$ cat src/rtl/fp_tree_lane_fork.sv
// Forks one wide beat of DATA_SIZE packed fp16 lanes into per-lane streams for the adder tree.
// Optional FORK_LANE_MASK_EN adds a per-beat lane_mask that zeroes masked lanes' tdata.
module fp_tree_lane_fork #(
  parameter int DATA_WIDTH = 16,
  parameter int DATA_SIZE  = 16,
  parameter int CNT_WIDTH  = 32
) (
  input  logic                            clk,
  input  logic                            rstn,
  // Every stream handshake completes on a clk edge where tvalid and tready are both high;
  // a valid beat holds tdata stable until taken.
  input  logic [DATA_SIZE*DATA_WIDTH-1:0] din_s_tdata,
  input  logic                            din_s_tvalid,
  output logic                            din_s_tready,
`ifdef FORK_LANE_MASK_EN
  input  logic [DATA_SIZE-1:0]            lane_mask,
`endif
  output logic [DATA_SIZE*DATA_WIDTH-1:0] dout_s_tdata,
  output logic [DATA_SIZE-1:0]            dout_s_tvalid,
  input  logic [DATA_SIZE-1:0]            dout_s_tready,
  output logic [CNT_WIDTH-1:0]            beat_cnt,
  output logic                            busy
);

  localparam int W = DATA_SIZE * DATA_WIDTH;

  logic [1:0]           count_q, count_d, cnt_after_pop;
  logic [W-1:0]         e0_q, e0_d, e1_q, e1_d;
  logic [DATA_SIZE-1:0] done_q, done_d, take, lane_valid;
  logic                 ready_q, busy_q;
  logic [CNT_WIDTH-1:0] beat_cnt_q, beat_cnt_d;
  logic                 have, push, retire;
`ifdef FORK_LANE_MASK_EN
  logic [DATA_SIZE-1:0] m0_q, m0_d, m1_q, m1_d;
`endif

  always_comb begin
    have          = (count_q != 2'd0);
    lane_valid    = {DATA_SIZE{have}} & ~done_q;
    take          = lane_valid & dout_s_tready;
    retire        = have & (&(done_q | take));
    push          = din_s_tvalid & ready_q;
    cnt_after_pop = count_q - {1'b0, retire};
    count_d       = cnt_after_pop + {1'b0, push};
    done_d        = retire ? '0 : (done_q | take);
    beat_cnt_d    = beat_cnt_q + {{(CNT_WIDTH-1){1'b0}}, retire};
    // Pop shifts E1 forward first; a push then lands in whichever slot is the new tail.
    e0_d          = retire ? e1_q : e0_q;
    e1_d          = e1_q;
`ifdef FORK_LANE_MASK_EN
    m0_d          = retire ? m1_q : m0_q;
    m1_d          = m1_q;
`endif
    if (push) begin
      if (cnt_after_pop == 2'd0) begin
        e0_d = din_s_tdata;
`ifdef FORK_LANE_MASK_EN
        m0_d = lane_mask;
`endif
      end else begin
        e1_d = din_s_tdata;
`ifdef FORK_LANE_MASK_EN
        m1_d = lane_mask;
`endif
      end
    end
  end

  always_ff @(posedge clk or negedge rstn) begin
    if (!rstn) begin
      count_q    <= 2'd0;
      e0_q       <= '0;
      e1_q       <= '0;
      done_q     <= '0;
      ready_q    <= 1'b0;
      busy_q     <= 1'b0;
      beat_cnt_q <= '0;
`ifdef FORK_LANE_MASK_EN
      m0_q       <= '0;
      m1_q       <= '0;
`endif
    end else begin
      count_q    <= count_d;
      e0_q       <= e0_d;
      e1_q       <= e1_d;
      done_q     <= done_d;
      // Registered ready is computed from next count, so a full buffer never sees a push.
      ready_q    <= (count_d < 2'd2);
      busy_q     <= (count_d != 2'd0);
      beat_cnt_q <= beat_cnt_d;
`ifdef FORK_LANE_MASK_EN
      m0_q       <= m0_d;
      m1_q       <= m1_d;
`endif
    end
  end

`ifdef FORK_LANE_MASK_EN
  for (genvar i = 0; i < DATA_SIZE; i++) begin : g_lane
    assign dout_s_tdata[i*DATA_WIDTH +: DATA_WIDTH] =
      m0_q[i] ? '0 : e0_q[i*DATA_WIDTH +: DATA_WIDTH];
  end
`else
  assign dout_s_tdata = e0_q;
`endif

  assign dout_s_tvalid = lane_valid;
  assign din_s_tready  = ready_q;
  assign beat_cnt      = beat_cnt_q;
  assign busy          = busy_q;

endmodule

$ cat config.mk
export PLATFORM = sky130hd
export DESIGN_NAME = fp_tree_lane_fork
export DESIGN_NICKNAME = d
export VERILOG_FILES = /design/src/rtl/fp_tree_lane_fork.sv
export SDC_FILE = /design/constraint.sdc
export NUM_CORES = 1
export LEC_CHECK = 0
export ABC_AREA = 1
export CAP_MARGIN = 20
export CORE_ASPECT_RATIO = 0.5
export CORE_MARGIN = 3
export CORE_UTILIZATION = 36
export DETAILED_ROUTE_END_ITERATION = 10
export GPL_ROUTABILITY_DRIVEN = 1
export PLACE_DENSITY_LB_ADDON = 0.08
export RECOVER_POWER = 25
export SYNTH_ARGS = -nofsm -noshare
export SYNTH_HDL_FRONTEND = slang
export SYNTH_SLANG_ARGS = --single-unit
$ cat constraint.sdc
create_clock -name clk -period 3.67 [get_ports clk]
set_input_delay 0.734 -clock clk [delete_from_list [all_inputs] [get_ports clk]]
set_output_delay 0.734 -clock clk [all_outputs]
set_load 0.03 [all_outputs]
Figure 1. Routing congestion map (run 1).
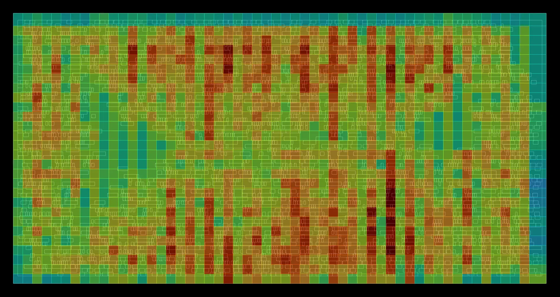
most crowded layer after global routing: met2
final core utilization: 49.5%

Figure 2. Placement density heat map (run 1).
Drawn at 1 px/um. The die is cut into 38 by 20 equal tiles; white is low, dark blue is high, 0 to 100% covered.
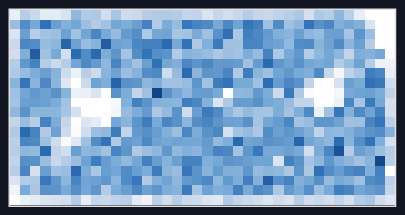
nearly empty tiles	3.9%
fullest tile	92%
mean over tiles	45%
tiles over 75% full	2.6%
core area: 70000 um^2
Initial Utilization: 36.9%

==> out/summary.txt, run 1 <==
Site Rows = 68
Failing checks = capacitance limit, slew limit
Synthesized area = 25800 um^2
Tcrit/Tclk final = 86.6%
Syn_nets = 3584
# Post-CTS Setup Buffers = 0
Routed wire per std cell = 17.1 um
CTS tree = done
Die y size = 195 um
Clock Skews = 0.0221 ns
Commonest cells after routing, fill and taps aside = 835 x nand2_1, 579 x clkdlybuf4s50_1, 564 x dfrtp_1
Setup crit end kind = register
Required @ worst endpoint = 4.19 ns
Slew @ Worst Pin = 1.95 ns
Clock latency on the worst-skew pair = 0.60 ns
Top cells, area = dfrtp_1 55%, nand2_1 12%, nand3_1 10%
Slowest CP cell = buf_4
Total gr overflow = 0
Final worst setup slack = 0.493 ns
Max Clk Rate = 315 MHz
Worst r2r path cells = 16
# DRC = 0
Synthesis-to-finish area growth = 34.2%
HPWL after detailed placement = 53.9 mm
Most frequent CP cell = nand2_1
TritonCTS Sinks = 564
Maximum fanout along the worst path = 71
Area share, top type = 54.6%
RSZ-0062 raised after global routing = false
Met1 Resource Use GR = 26.5%
Status = complete, but fails checks
Pin count of the biggest net entering global routing = 162
CTS H-Tree Depth = 2
Placer Congestion = 0.819
Dpl cells = 4704
Maximum VDD drop = 811 uV
Max-cap violations = 2
Clock Tree Buf Depth = 3
Syn_area_per_cell = 7.82 um^2
Routed Antenna Nets = 0
Endpoints failing hold = 0
Vias in the first global route = 22.1k
Met2 usage = 38.5%
Die ar. = 75200 um^2
Setup TNS = 0 ns
Worst setup SP type = register
Yosys stat chip area = 25800 um^2
Distinct lib cells used = 25
Initial antenna violation count = 10
Min cycle time layout = 3.18 ns
Die Wd = 385 um
Global-route usage over all layers = 21.7%
DR iter-0 viols = 1245
Leakage = 17.8 nW
Yosys stat cell total = 3304
Power per cell area = 984 nW/um^2
Post-synth seq share = 54.6%
Slew Limit Fails = 61
Via-to-Cell Ratio = 4.66
Crit-path cells = inv_2 -> nand2_2 -> nand2_1 -> nand2_1 -> nand2_1 -> nor2_1 -> nand4_4 -> clkinv_1 -> ha_1 -> xor2_1 -> nor2_1 -> inv_1 -> nor2_4 -> buf_4 -> nand2_1 -> nand2_1
CP peak stage delay = 0.72 ns
CTS Buf Count = 54
Figure 3. M4 wires (run 1).
Drawn at 1 px/um.
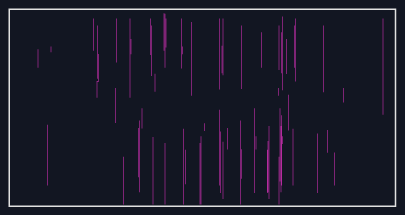
share of all routed wire	3.8%
main direction	vertical
longest straight run	95.9 um
nets with wire on the layer	48
final wirelength: 82.2 mm
vias: 22.5k

[run 1: critical path: cells and delay by family (launching register included)]
kind,cells,cell delay (ns)
adders and majority gates,1,0.16
buffers and inverters,4,0.98
xor gates and xnor gates,1,0.09
and+or+nand+nor,10,1.40
DFF,1,0.45
[run 1: final cells by class]
type / instances / area [um^2]
Sequential cell: 564 / 14100
Inverter: 547 / 2060
Timing Repair Buffer: 654 / 6760
Tap cell: 945 / 1180
Fill cell: 6793 / 35400
Clock inverter: 12 / 119
Multi-Input combinational cell: 1994 / 8770
Clock buffer: 87 / 1650
Antenna cell: 10 / 25.0
[run 1: stage by stage]
stage               hold WS (ns)  total power [W]
floorplan                  0.438           0.0217
global placement           0.491           0.0286
detailed placement         0.491           0.0288
CTS                        0.124           0.0347
global route               0.517           0.0369
finish                     0.503           0.0341
[run 1: synth_stat cells]
cell and number:
clkbuf_4 4, o21ai_0 2, nor3b_1 1, nor4_1 1, buf_6 10, nor3_1 8, nand4_2 1, nor2_1 303
nand3_1 523, dfrtp_1 564, xor2_1 19, buf_4 3, nand2_2 1, nand4_1 4, xnor2_1 13, clkbuf_1 117
ha_1 5, clkinv_1 1, nor2_2 3, nand2_1 836, a21oi_1 273, or2_2 1, buf_2 65, inv_2 2
inv_1 544
[run 1: sequential cells by signal (all words and copies together), names as in the netlist]
signal / flops
dout_s_tdata: 256
e1_q: 256
beat_cnt: 32
done_q: 16
count_q: 2
busy: 1
din_s_tready: 1
[run 1: where the power goes]
part	internal, W	total (W)	switching, W
Sequential	0.00921	0.0106	0.00143
Combinational	0.00639	0.0178	0.0114
Clock	0.00320	0.00571	0.00250
[run 1: logic make-up (layout without fill, tap and decap cells)]
family	count (synthesis)	count (layout)	synth area share, %
adder cells (fa/ha/maj)	5	5	0.242
buffers and inverters	746	1300	11.5
other	0	10	0
flip-flops	564	564	54.6
XOR/XNOR	32	32	1.09
AND/OR/NAND/NOR	1682	1682	27.2
AND-OR/OR-AND	275	275	5.33
[run 1: routing by layer]
| metal | routed length [um] | vias up | part of all wire (%) |
|---|---|---|---|
| li1 | - | 11200 | - |
| met1 | 33400 | 10800 | 41 |
| met2 | 43000 | 371 | 52 |
| met3 | 2670 | 146 | 3.2 |
| met4 | 3100 | 0 | 3.8 |
| met5 | 0 | - | 0 |
[run 1: final timing paths]
check,from,end,slack (ns)
max in group asynchronous,rstn,dout_s_tdata[101]$_DFF_PN0_,0.65
worst min register to register,beat_cnt[31]$_DFF_PN0_,beat_cnt[31]$_DFF_PN0_,0.50
worst min-delay path,beat_cnt[31]$_DFF_PN0_,beat_cnt[31]$_DFF_PN0_,0.50
worst max-delay path,count_q[1]$_DFF_PN0_,dout_s_tdata[21]$_DFF_PN0_,0.49
worst max register to register,count_q[1]$_DFF_PN0_,dout_s_tdata[21]$_DFF_PN0_,0.49
min in group asynchronous,rstn,e1_q[40]$_DFFE_PN0P_,0.69
## Run 2: what changed since run 1
--- a/config.mk
+++ b/config.mk
@@ -12,8 +12,10 @@
 export CORE_UTILIZATION = 36
 export DETAILED_ROUTE_END_ITERATION = 10
 export GPL_ROUTABILITY_DRIVEN = 1
+export GPL_TIMING_DRIVEN = 1
 export PLACE_DENSITY_LB_ADDON = 0.08
 export RECOVER_POWER = 25
+export SETUP_SLACK_MARGIN = 0.5
 export SYNTH_ARGS = -nofsm -noshare
 export SYNTH_HDL_FRONTEND = slang
 export SYNTH_SLANG_ARGS = --single-unit
Figure 4. Placement density heat map (run 2).
Drawn at 1 px/um. The die is cut into 38 by 20 equal tiles; white is low, dark blue is high, 0 to 100% covered.
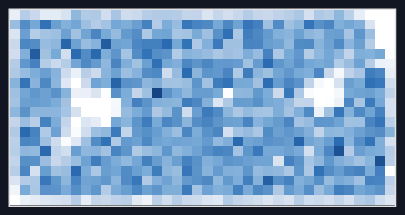
final core utilization: 49.6%

==> run 2 against run 1 <==
  * The run still ends with capacitance limit, slew limit left
  * Global-route usage is essentially flat
  * Clock power is essentially flat
  * Synthesized area is the same
  * Register-to-register slack improved by 0.24 ns
  * First-iteration DRC count shrank 8.0%
  * Via count rose by 0.14%
  * Utilization rose by 0.075 points
  * Clock-buffer cell count unchanged
  * Combinational power barely moved
  * Critical path type unchanged
  * Critical endpoint is now dout_s_tdata[239]$_DFF_PN0_
==> out/summary.txt, run 2 <==
Status = complete, but fails checks
Failing checks = capacitance limit, slew limit
# DRC = 0
CTS tree = done
Maximum fanout along the worst path = 151
Max-cap violations = 1
Post-synth seq share = 54.6%
Site Rows = 68
Final wirelength = 82.3 mm
Placer Congestion = 0.819
Wire length of the first global-routing pass = 130 mm
Vias in the first global route = 22.1k
Yosys stat cell total = 3304
Top cells, area = dfrtp_1 55%, nand2_1 12%, nand3_1 10%
Min cycle time layout = 2.93 ns
Initial antenna violation count = 10
Pin count of the biggest net entering global routing = 162
Slew @ Worst Pin = 2.02 ns
Setup crit end kind = register
Reg2reg end = dout_s_tdata[239]$_DFF_PN0_
Clock Skews = 0.0226 ns
Sink of the worst hold path = beat_cnt[29]$_DFF_PN0_
Required @ worst endpoint = 4.15 ns
Syn_area_per_cell = 7.82 um^2
Initial Utilization = 36.9%
Setup slack, reg-to-reg = 0.74 ns
Synthesis-to-finish area growth = 34.4%
Min-delay src = beat_cnt[29]$_DFF_PN0_
Worst R2R Start = count_q[1]$_DFF_PN0_
Routed wire per std cell = 17.1 um
Gate Area = 8790 um^2
Final-layout fill cell count = 6793
TritonCTS Sinks = 564
HPWL after detailed placement = 53.9 mm
Max Clk Rate = 341 MHz
Setup TNS = 0 ns
Worst r2r path cells = 11
Global-route usage over all layers = 21.7%
Final setup violation count = 0
Slew Limit Fails = 59
Tcrit/Tclk final = 79.9%
Most frequent logic cell in the layout = nand2_1
Distinct lib cells used = 25
Routed Antenna Nets = 0
Layout cells sized above 1 = 4.35%
RSZ-0062 raised after global routing = false
Register area = 14100 um^2
Clock latency on the worst-skew pair = 0.60 ns
Maximum VDD drop = 815 uV
DR iter-0 viols = 1145
Leakage = 17.8 nW
Clock Tree Buf Depth = 3
Area share, top type = 54.6%
Post-synth top cells = 836 x nand2_1, 564 x dfrtp_1, 544 x inv_1
Yosys stat chip area = 25800 um^2
Die Wd = 385 um
Power per cell area = 984 nW/um^2
Vias = 22.5k
Most numerous cell in the Yosys netlist = nand2_1
Syn_nets = 3584
Synthesized area = 25800 um^2
Worst setup SP type = register
IO Count = 581
Total gr overflow = 0
Tot Pwr = 0.0342 W
Dominant Register Cell = dfrtp_1
CTS Buf Count = 54
Via-to-Cell Ratio = 4.67
Post-synth EDFFs = 0
Core area = 70000 um^2
Hold buffer count at cts = 0
Die ar. = 75200 um^2
Fraction of registers with async set/reset = 100%
CTS H-Tree Depth = 2
Endpoints failing hold = 0
==> run 2: netlist changes by cell type in the layout (fill, tap and decap cells not counted), sizes merged <==
| cell | delta |
|---|---|
| buf | +2 |
| clkbuf | -2 |
==> run 2: power by group <==
| group | leakage [nW] | internal [W] | switching, W |
|---|---|---|---|
| clock network | 0.866 | 0.00320 | 0.00250 |
| logic | 10.7 | 0.00641 | 0.0114 |
| registers | 6.27 | 0.00921 | 0.00143 |
==> run 2: timing repair <==
item	in CTS	in global routing
buffers inserted	0	0
gates resized	1	5
endpoints found under the setup margin	1	339
==> run 2: layout make-up <==
type | instances | share of cell area (%)
Tap cell | 945 | 3.41
Sequential cell | 564 | 40.6
Timing Repair Buffer | 654 | 19.6
Inverter | 547 | 5.93
Multi-Input combinational cell | 1994 | 25.3
Antenna cell | 10 | 0.0721
Clock buffer | 87 | 4.74
Clock inverter | 12 | 0.342
==> run 2: worst max path at each step <==
stage | startpoint | endpoint | slack, ns
3_5_place_dp | dout_s_tready[15] | dout_s_tdata[19]$_DFF_PN0_ | 0.06
2_1_floorplan | dout_s_tready[15] | beat_cnt[28]$_DFF_PN0_ | 0.52
4_1_cts | count_q[1]$_DFF_PN0_ | beat_cnt[28]$_DFF_PN0_ | 0.54
6_report | count_q[1]$_DFF_PN0_ | dout_s_tdata[239]$_DFF_PN0_ | 0.74
5_1_grt | rstn | dout_s_tdata[72]$_DFF_PN0_ | 0.45
3_3_place_gp | dout_s_tready[15] | dout_s_tdata[246]$_DFF_PN0_ | 0.05
==> run 2: stage by stage <==
| stage | instances | worst slack [ns] | utilization [%] | hold WS, ns | instance area, um^2 |
|---|---|---|---|---|---|
| 2_1_floorplan | 3304 | 0.517 | - | 0.438 | 25800 |
| 3_3_place_gp | 4704 | 0.0522 | 47.0 | 0.491 | 32900 |
| 3_5_place_dp | 4704 | 0.0616 | 47.0 | 0.491 | 32900 |
| 4_1_cts | 4803 | 0.539 | 49.6 | 0.124 | 34700 |
| 5_1_grt | 4813 | 0.452 | 49.6 | 0.517 | 34700 |
| 6_report | 4813 | 0.736 | 49.6 | 0.499 | 34700 |
==> run 2: critical path, cell delays in order, from the launching register on <==
cell,delay [ns]
dfrtp_1,0.46
inv_2,0.08
nand2_4,0.15
nand2_1,0.09
nand2_1,0.07
nand2_1,0.08
nor2_4,0.18
buf_12,0.59
buf_4,0.70
nand3_1,0.15
nand3_1,0.12
nand2_1,0.06
==> run 2: logic make-up after synthesis <==
| kind of cell | synth area share, % |
|---|---|
| AOI/OAI and AO/OA | 5.33 |
| xor gates and xnor gates | 1.09 |
| adders and majority gates | 0.242 |
| buffers and inverters | 11.5 |
| DFF | 54.6 |
| and+or+nand+nor | 27.2 |
==> run 2: metal layers <==
metal  wire length [um]  track usage, %  vias to the layer above  part of all wire (%)
met2              43000            38.5                      407                    52
li1                   -               -                    11200                     -
met4               3180            9.12                        0                   3.9
met1              33300            26.5                    10800                    40
met3               2770            2.99                      146                   3.4
met5                  0               0                        -                     0
Power and IR drop assume default switching activity.
